[src/rtl/control_cmd_sendrow.sv]
// Row serializer: reads one frame-buffer row and streams it out as a row header
// byte followed by every pixel byte, column- and pixel-descending.

package params;
    localparam int BYTES_PER_PIXEL = 2;
    localparam int PIXEL_HEIGHT    = 32;
    localparam int PIXEL_WIDTH     = 16;
endpackage

package calc;
    function automatic int num_row_address_bits(input int height);
        return (height > 1) ? $clog2(height) : 1;
    endfunction

    function automatic int num_column_address_bits(input int width);
        return (width > 1) ? $clog2(width) : 1;
    endfunction

    function automatic int num_pixelcolorselect_bits(input int bpp);
        return (bpp > 1) ? $clog2(bpp) : 1;
    endfunction
endpackage

module control_cmd_sendrow #(
    parameter int BYTES_PER_PIXEL = params::BYTES_PER_PIXEL,
    parameter int PIXEL_HEIGHT    = params::PIXEL_HEIGHT,
    parameter int PIXEL_WIDTH     = params::PIXEL_WIDTH,
    parameter int _UNUSED         = 0,
    localparam int R = calc::num_row_address_bits(PIXEL_HEIGHT),
    localparam int C = calc::num_column_address_bits(PIXEL_WIDTH),
    localparam int P = calc::num_pixelcolorselect_bits(BYTES_PER_PIXEL)
) (
    input  logic         clk,
    input  logic         reset,
    input  logic         start,
    input  logic [R-1:0] row_sel,
    output logic         busy,
    output logic         done,
    output logic [R-1:0] ram_row,
    output logic [C-1:0] ram_column,
    output logic [P-1:0] ram_pixel,
    output logic         ram_read_enable,
    input  logic [7:0]   ram_data_in,
    output logic [7:0]   tx_data,
    output logic         tx_valid,
    input  logic         tx_ready
);

    typedef enum logic [2:0] {
        IDLE    = 3'd0,
        HDR     = 3'd1,
        RD_REQ  = 3'd2,
        RD_WAIT = 3'd3,
        SEND    = 3'd4,
        DONE    = 3'd5
    } state_t;

    state_t       state_r;
    state_t       state_n;
    logic [R-1:0] row_r;
    logic [C-1:0] column_r;
    logic [P-1:0] pixel_r;
    logic [7:0]   tx_data_r;
    logic         busy_r;
    logic         done_r;
    logic         tx_valid_r;
    logic         rd_en_r;
    logic         handshake_s;
    logic         last_s;
    logic         unused_param_s;

    assign unused_param_s = (_UNUSED != 0);

    assign handshake_s = tx_valid_r && tx_ready;
    assign last_s      = (column_r == {C{1'b0}}) && (pixel_r == {P{1'b0}});

    assign busy            = busy_r;
    assign done            = done_r;
    assign tx_valid        = tx_valid_r;
    assign tx_data         = tx_data_r;
    assign ram_read_enable = rd_en_r;
    assign ram_row         = row_r;
    assign ram_column      = column_r;
    assign ram_pixel       = pixel_r;

    // Next-state decode for the row transfer sequence
    always_comb begin
        state_n = state_r;
        case (state_r)
            IDLE:    if (start)       state_n = HDR;     else state_n = IDLE;
            HDR:     if (handshake_s) state_n = RD_REQ;  else state_n = HDR;
            RD_REQ:  state_n = RD_WAIT;
            RD_WAIT: state_n = SEND;
            SEND: begin
                if (handshake_s) begin
                    if (last_s) state_n = DONE;
                    else        state_n = RD_REQ;
                end else begin
                    state_n = SEND;
                end
            end
            DONE:    state_n = IDLE;
            default: state_n = IDLE;
        endcase
    end

    // State register; status strobes are registered from the next state so they
    // line up exactly with the state they describe
    always_ff @(posedge clk or negedge reset) begin
        if (!reset) begin
            state_r    <= IDLE;
            busy_r     <= 1'b0;
            done_r     <= 1'b0;
            tx_valid_r <= 1'b0;
            rd_en_r    <= 1'b0;
        end else begin
            state_r    <= state_n;
            busy_r     <= (state_n == HDR) || (state_n == RD_REQ) ||
                          (state_n == RD_WAIT) || (state_n == SEND);
            done_r     <= (state_n == DONE);
            tx_valid_r <= (state_n == HDR) || (state_n == SEND);
            rd_en_r    <= (state_n == RD_REQ);
        end
    end

    // Address counters and transmit byte; all hold while a byte waits for tx_ready
    always_ff @(posedge clk or negedge reset) begin
        if (!reset) begin
            row_r     <= {R{1'b0}};
            column_r  <= {C{1'b0}};
            pixel_r   <= {P{1'b0}};
            tx_data_r <= 8'h00;
        end else begin
            case (state_r)
                IDLE: begin
                    if (start) begin
                        row_r     <= row_sel;
                        column_r  <= C'(PIXEL_WIDTH - 1);
                        pixel_r   <= P'(BYTES_PER_PIXEL - 1);
                        tx_data_r <= 8'(row_sel);
                    end
                end
                RD_WAIT: tx_data_r <= ram_data_in;
                SEND: begin
                    // (0,0) ends the loop before any decrement, so no wrap below zero
                    if (handshake_s && !last_s) begin
                        if (pixel_r == {P{1'b0}}) begin
                            pixel_r  <= P'(BYTES_PER_PIXEL - 1);
                            column_r <= column_r - C'(1);
                        end else begin
                            pixel_r <= pixel_r - P'(1);
                        end
                    end
                end
                default: ;
            endcase
        end
    end

endmodule

[config.mk]
export PLATFORM = sky130hd
export DESIGN_NAME = control_cmd_sendrow
export DESIGN_NICKNAME = d
export VERILOG_FILES = /design/src/rtl/control_cmd_sendrow.sv
export SDC_FILE = /design/constraint.sdc
export NUM_CORES = 1
export LEC_CHECK = 0
export CAP_MARGIN = 10
export CORE_AREA = 2 2 45 88
export CTS_CLUSTER_DIAMETER = 100
export DETAILED_ROUTE_END_ITERATION = 10
export DIE_AREA = 0 0 47 90
export PLACE_DENSITY_LB_ADDON = 0.2
export SYNTH_ARGS = -nofsm -noshare
export SYNTH_HDL_FRONTEND = slang
export SYNTH_SLANG_ARGS = --single-unit
[constraint.sdc]
create_clock -name clk -period 1.7 [get_ports clk]
set_input_delay 0.34 -clock clk [delete_from_list [all_inputs] [get_ports clk]]
set_output_delay 0.34 -clock clk [all_outputs]
set_load 0.03 [all_outputs]
==> results.toml, run 1 <==
# generated from flow reports
[power]
p_int_uw = 1710
ir_drop_uv = 1240
p_seq_uw = 946
power_leakage_uw = 0.000832
p_comb_uw = 1620
pg_clk_uw = 358
total_power_uw = 2920
power.switching_fraction_pct = 41.5

[synth]
edf_count = 0
synth_cell_types = 32
synthMostInstantiatedCell = "dfrtp_1"
yosysTopAreaCell = "dfrtp_1"
flop_cell = "dfrtp_1"
common_cells = "25 x dfrtp_1, 12 x nand2_1, 7 x nor2_1"
ys_warn_count = 0

[grt]
grt_max_degree = 26
grt_overflow = 0
grt_pass1_vias = 1070
grt_use_total_pct = 15.6
grt.busiest_layer = "met2"
grtUsageMet2_pct = 26.4

[routing]
met1_length_um = 1080
wl_met2_um = 1660
wl_met3_um = 81
drt-pass1-iter-count = 4

[place]
post-place-ws_ps = -67.8
dp_hpwl_um = 2180
gp_congestion = 0.853

[clock_network]
cts_tree = "done"
clk_latency_ps = 270
cts_max_path_buffers = 2
cts_buffers = 3

[sta]
setup_viol = 0
max_freq_mhz = 606
maxSlewViolCount = 0
tightest_slew_ps = 502
finalCritPeriodShare_pct = 97.1
layout_setup_ws_ps = 49.6

[final_layout]
syn_to_final_growth_pct = 49.2
layout.nets = 176
sh_comb_area_pct = 29.1
fin_cells = 205
fillers = 351
comb_area_sq_um = 518
diodes = 0

[run]
warnings = 27
max_cap_violations = 0

[status]
status = "finished, final reports clean"

[floorplanning]
die_x_um = 47
rows = 31
dieArea_sq_um = 4230

[critical_path]
critPathMaxFanout = 2
slowest_stage = "clkdlybuf4s50_1"
worstSetupPathType = "reg2out"
run 1: final timing paths:
check / from / end / slack [ps] / depth (start not counted)
min reg2reg: tx_data[4] / tx_data[4] / 480 / 2
max reg2reg: ram_column[0] / ram_column[1] / 120 / 7
min: reset / tx_valid / 430 / 2
max in group asynchronous: reset / ram_column[0] / 1010 / 2
max: tx_data[0] / tx_data[0] / 50 / 1
min in group clk: tx_data[4] / tx_data[4] / 480 / 2
run 1: cell families after synthesis:
kind of cell	Yosys count	synth area share, %
and+or+nand+nor	41	22.0
DFF	25	52.5
muxes	6	5.56
AOI/OAI and AO/OA	22	13.3
buffers and inverters	9	4.51
adders and majority gates	2	2.10
==> run_1/met2.png <==
Scale: 6 px per um.
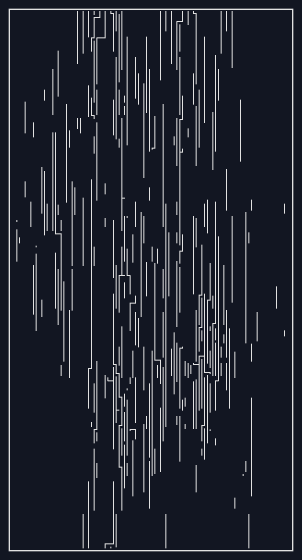
nets with wire on the layer: 154
share of all routed wire: 57%

==> run_1/port_nets.png <==
Scale: 4 px per um.
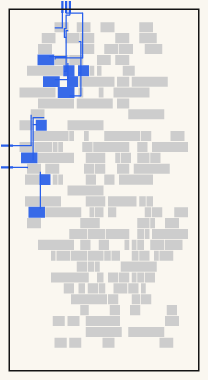
| colour | port | bits | direction | end cells | buffers | wire |
|---|---|---|---|---|---|---|
| blue | `row_sel` | 5 | input | 10 | 5 | 118 um |
I/O pin total: 39
PortBufs: 38

==> run_1/pins.png <==
Scale: 6 px per um. Pins as bars across the die edge, other pins in grey.
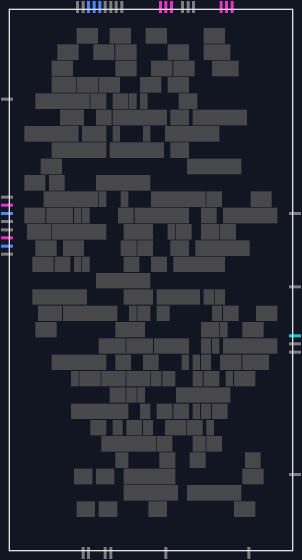
| colour | port | pins | direction | edge |
|---|---|---|---|---|
| blue | `row_sel` | 5 | input | 3 top, 2 left |
| magenta | `tx_data` | 8 | output | 6 top, 2 left |
| cyan | `start` | 1 | input | right |

==> run 2, diff against run 1 <==
- PLACE_DENSITY: unset -> 0.64
- PLACE_DENSITY_LB_ADDON: 0.2 -> unset
==> run 2 against run 1 <==
Against the previous run:
- first-iteration DRC count up 100%
- setup slack worse by 12 ps
- wire length down 2.8%
- clock power about the same
- die size is the same
- register-to-register slack got worse by 30 ps
- core utilization is 0.56 points lower
- cell area shrank 1.1%
- final cell count is 0.98% lower
- highest routed layer unchanged
- total power hardly changed
==> results.toml, run 2 <==
# generated from flow reports
[status]
status = "finished, final reports clean"

[grt]
grtUsageMet2_pct = 27.4
grt_pass1_vias = 1066
grt_max_degree = 26

[power]
p_int_uw = 1710
power.switching_fraction_pct = 41.5
total_power_uw = 2920

[place]
post-place-ws_ps = -41.7
gp_congestion = 0.810
io_buffers = 38
dp_hpwl_um = 2170

[clock_network]
cts_tree = "done"
cts_buffers = 3

[floorplanning]
rows = 31
die_x_um = 47
ios = 39

[critical_path]
critPathMaxFanout = 2
ff2ff_setup_slack_ps = 90
ff2ff_path_depth = 6
r2r_end = "state_r[1]"

[synth]
synth_cell_types = 32
ys_sh_mux_pct = 5.56
logic_family = "simple AND/OR/NAND/NOR gates"
common_cells = "25 x dfrtp_1, 12 x nand2_1, 7 x nor2_1"
adder_share_pct = 2.10
edf_count = 0
ys_sh_xor_pct = 0

[final_layout]
syn_to_final_growth_pct = 47.5
diodes = 0
fillers = 353

[routing]
wl_met3_um = 54
wl_met2_um = 1700

[sta]
layout_setup_ws_ps = 37.7
maxSlewViolCount = 0
tightest_slew_ps = 491
max_freq_mhz = 602

[run]
warnings = 27
==> run 2: cell counts after synthesis <==
Identical to the previous run, type by type.
==> run 2: how the worst max path moves through the flow <==
| stage | depth (start not counted) | to | slack [ps] |
|---|---|---|---|
| 3_3_place_gp | 5 | ram_column[3] | -20 |
| 4_1_cts | 1 | ram_column[0] | 7 |
| 2_1_floorplan | 5 | ram_column[0] | 30 |
| 3_5_place_dp | 5 | tx_data[7] | -40 |
| 6_report | 1 | tx_data[2] | 40 |
| 5_1_grt | 1 | tx_data[2] | 2 |
==> run 2: cell type report <==
type	instances	area share (%)
clock buffer	3	2.35
timing repair buffer	52	28.4
clock inverter	1	0.427
inverter	2	0.427
multi-input combinational	71	29.2
sequential	25	35.7
tap	49	3.49
==> run_2/metal_stack.png <==
Scale: 4 px per um. Only two layers are drawn.
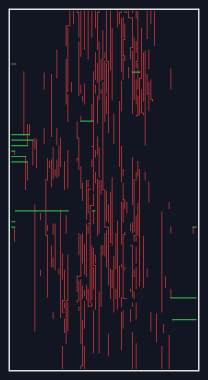
| colour | layer | wire length |
|---|---|---|
| green | met3 | 54.7 um |
| red | met2 | 1,700 um |
Vias: 986
wire per inst: 13.9 um
final wirelength: 2820 um

==> run_2/port_nets.png <==
Scale: 4 px per um.
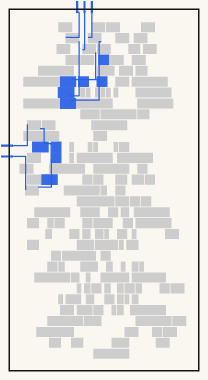
| colour | port | bits | direction | end cells | buffers | wire |
|---|---|---|---|---|---|---|
| blue | `row_sel` | 5 | input | 10 | 5 | 117 um |

==> run 3, diff against run 2 <==
- ABC_CLOCK_PERIOD_IN_PS: unset -> 2100
- PLACE_DENSITY: 0.64 -> 0.61
- clock period: 1.7 -> 2.1 ns (I/O delays scaled with it)
==> run 3 against run 2 <==
Against the previous run:
- flip-flop count unchanged
- sequential power decreased by 18%
- synthesized area unchanged
- count of clock-buffer cells in the layout unchanged
- first-iteration DRC count is 10% lower
- global-route usage fell by 0.45 points
- final cell count is 3.9% lower
- synthesized cell count did not move
- cell area down 4.4%
- largest power group unchanged
==> results.toml, run 3 <==
# generated from flow reports
[status]
status = "finished, final reports clean"

[synth]
ys_sh_mux_pct = 5.56
yosys_cells = 105
common_cells = "25 x dfrtp_1, 12 x nand2_1, 7 x nor2_1"
numSynthFlops = 25
synthesis.nets = 124
yosysChipArea_sq_um = 1190
top_cells_by_area = "dfrtp_1 52%, mux2_2 4.7%, nor4b_4 4.0%"
ys_warn_count = 0
adder_share_pct = 2.10
logic_family = "simple AND/OR/NAND/NOR gates"
aoi_share_pct = 13.3
simple_gate_share_pct = 22.0
synth_cell_types = 32
synthMostInstantiatedCell = "dfrtp_1"
edf_count = 0

[final_layout]
biggestCellCategory = "flip-flops and latches"
logic_gates = 71
seq_share_pct = 37.2
clock_cell_area_share_pct = 2.90
syn_to_final_growth_pct = 41.0
nNonClkInverters = 2
diodes = 0
sh_comb_area_pct = 30.5
signal_buffers = 44
ff_count = 25
clockBufferCount = 3
fillers = 361
nonClkBufAreaFrac_pct = 25.3
largest_register_ffs = 8

[floorplanning]
nWellTaps = 49
rows = 31
die_x_um = 47
ios = 39

[sta]
maxSlewViolCount = 0
hold_viol = 0
max_freq_mhz = 502
layout_setup_ws_ps = 107
tightest_slew_ps = 461
finalCritPeriodShare_pct = 94.9

[clock_network]
cts_setup_buffers = 0
clock_sinks = 25
clk_pin_slew_ps = 90
cts_tree = "done"
cts_buffers = 3
holdBufCountCts = 0

[run]
warnings = 27

[grt]
grt_max_degree = 26
grtUsageMet2_pct = 24.9
grt_pass1_vias = 948
antenna_found_initial = 0

[routing]
wl_um = 2800
wl_met3_um = 73
dr_total_vias = 943
wl_met2_um = 1620
drt-wirelength-per-cell_um = 14.4

[place]
post-place-ws_ps = 208
gp_congestion = 0.800
dpl_cell_area_sq_um = 1630
dp_hpwl_um = 2140
io_buffers = 38

[critical_path]
ff2ff_path_depth = 5
crit_path_max_incr_delay_ps = 740
crit_cells = 1
crit_family = "buffers and inverters"
critPathMaxFanout = 10

[power]
power_leakage_uw = 0.000737
==> run 3: cell counts after synthesis <==
Identical to the previous run, type by type.
==> run 3: final timing paths <==
| check | from | endpoint | slack [ps] |
|---|---|---|---|
| hold reg to reg | tx_data[3] | tx_data[3] | 480 |
| setup reg to reg | ram_column[0] | ram_column[0] | 400 |
| hold / removal | tx_data[3] | tx_data[3] | 480 |
| max in group asynchronous | reset | ram_column[3] | 1350 |
| min in group asynchronous | reset | ram_column[2] | 500 |
| setup / recovery | ram_pixel | ram_pixel | 110 |
==> run 3: power by group <==
part           internal [uW]  total (uW)  leakage, uW  switching (uW)
clock                    135         300    0.0000217             165
combinational            545        1230     0.000422             690
sequential               665         785     0.000293             120
total                   1340        2320     0.000737             975
==> run_3/port_nets.png <==
Scale: 4 px per um.
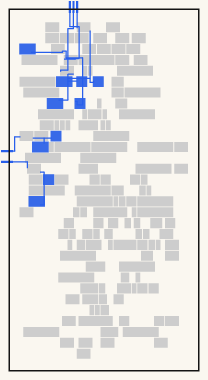
| colour | port | bits | direction | end cells | buffers | wire |
|---|---|---|---|---|---|---|
| blue | `row_sel` | 5 | input | 10 | 5 | 129 um |

==> run_3/met2.png <==
Scale: 6 px per um.
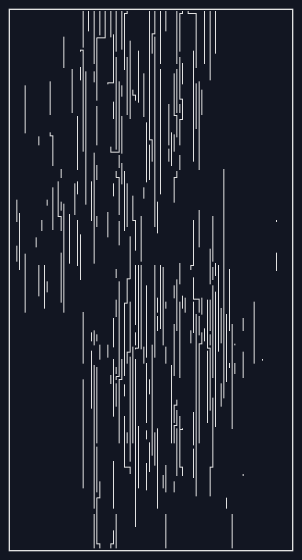
share of all routed wire: 58%
main direction: vertical
longest straight run: 38.1 um
wire length on this layer: 1,620 um

Power is estimated from default activity; no workload was simulated.
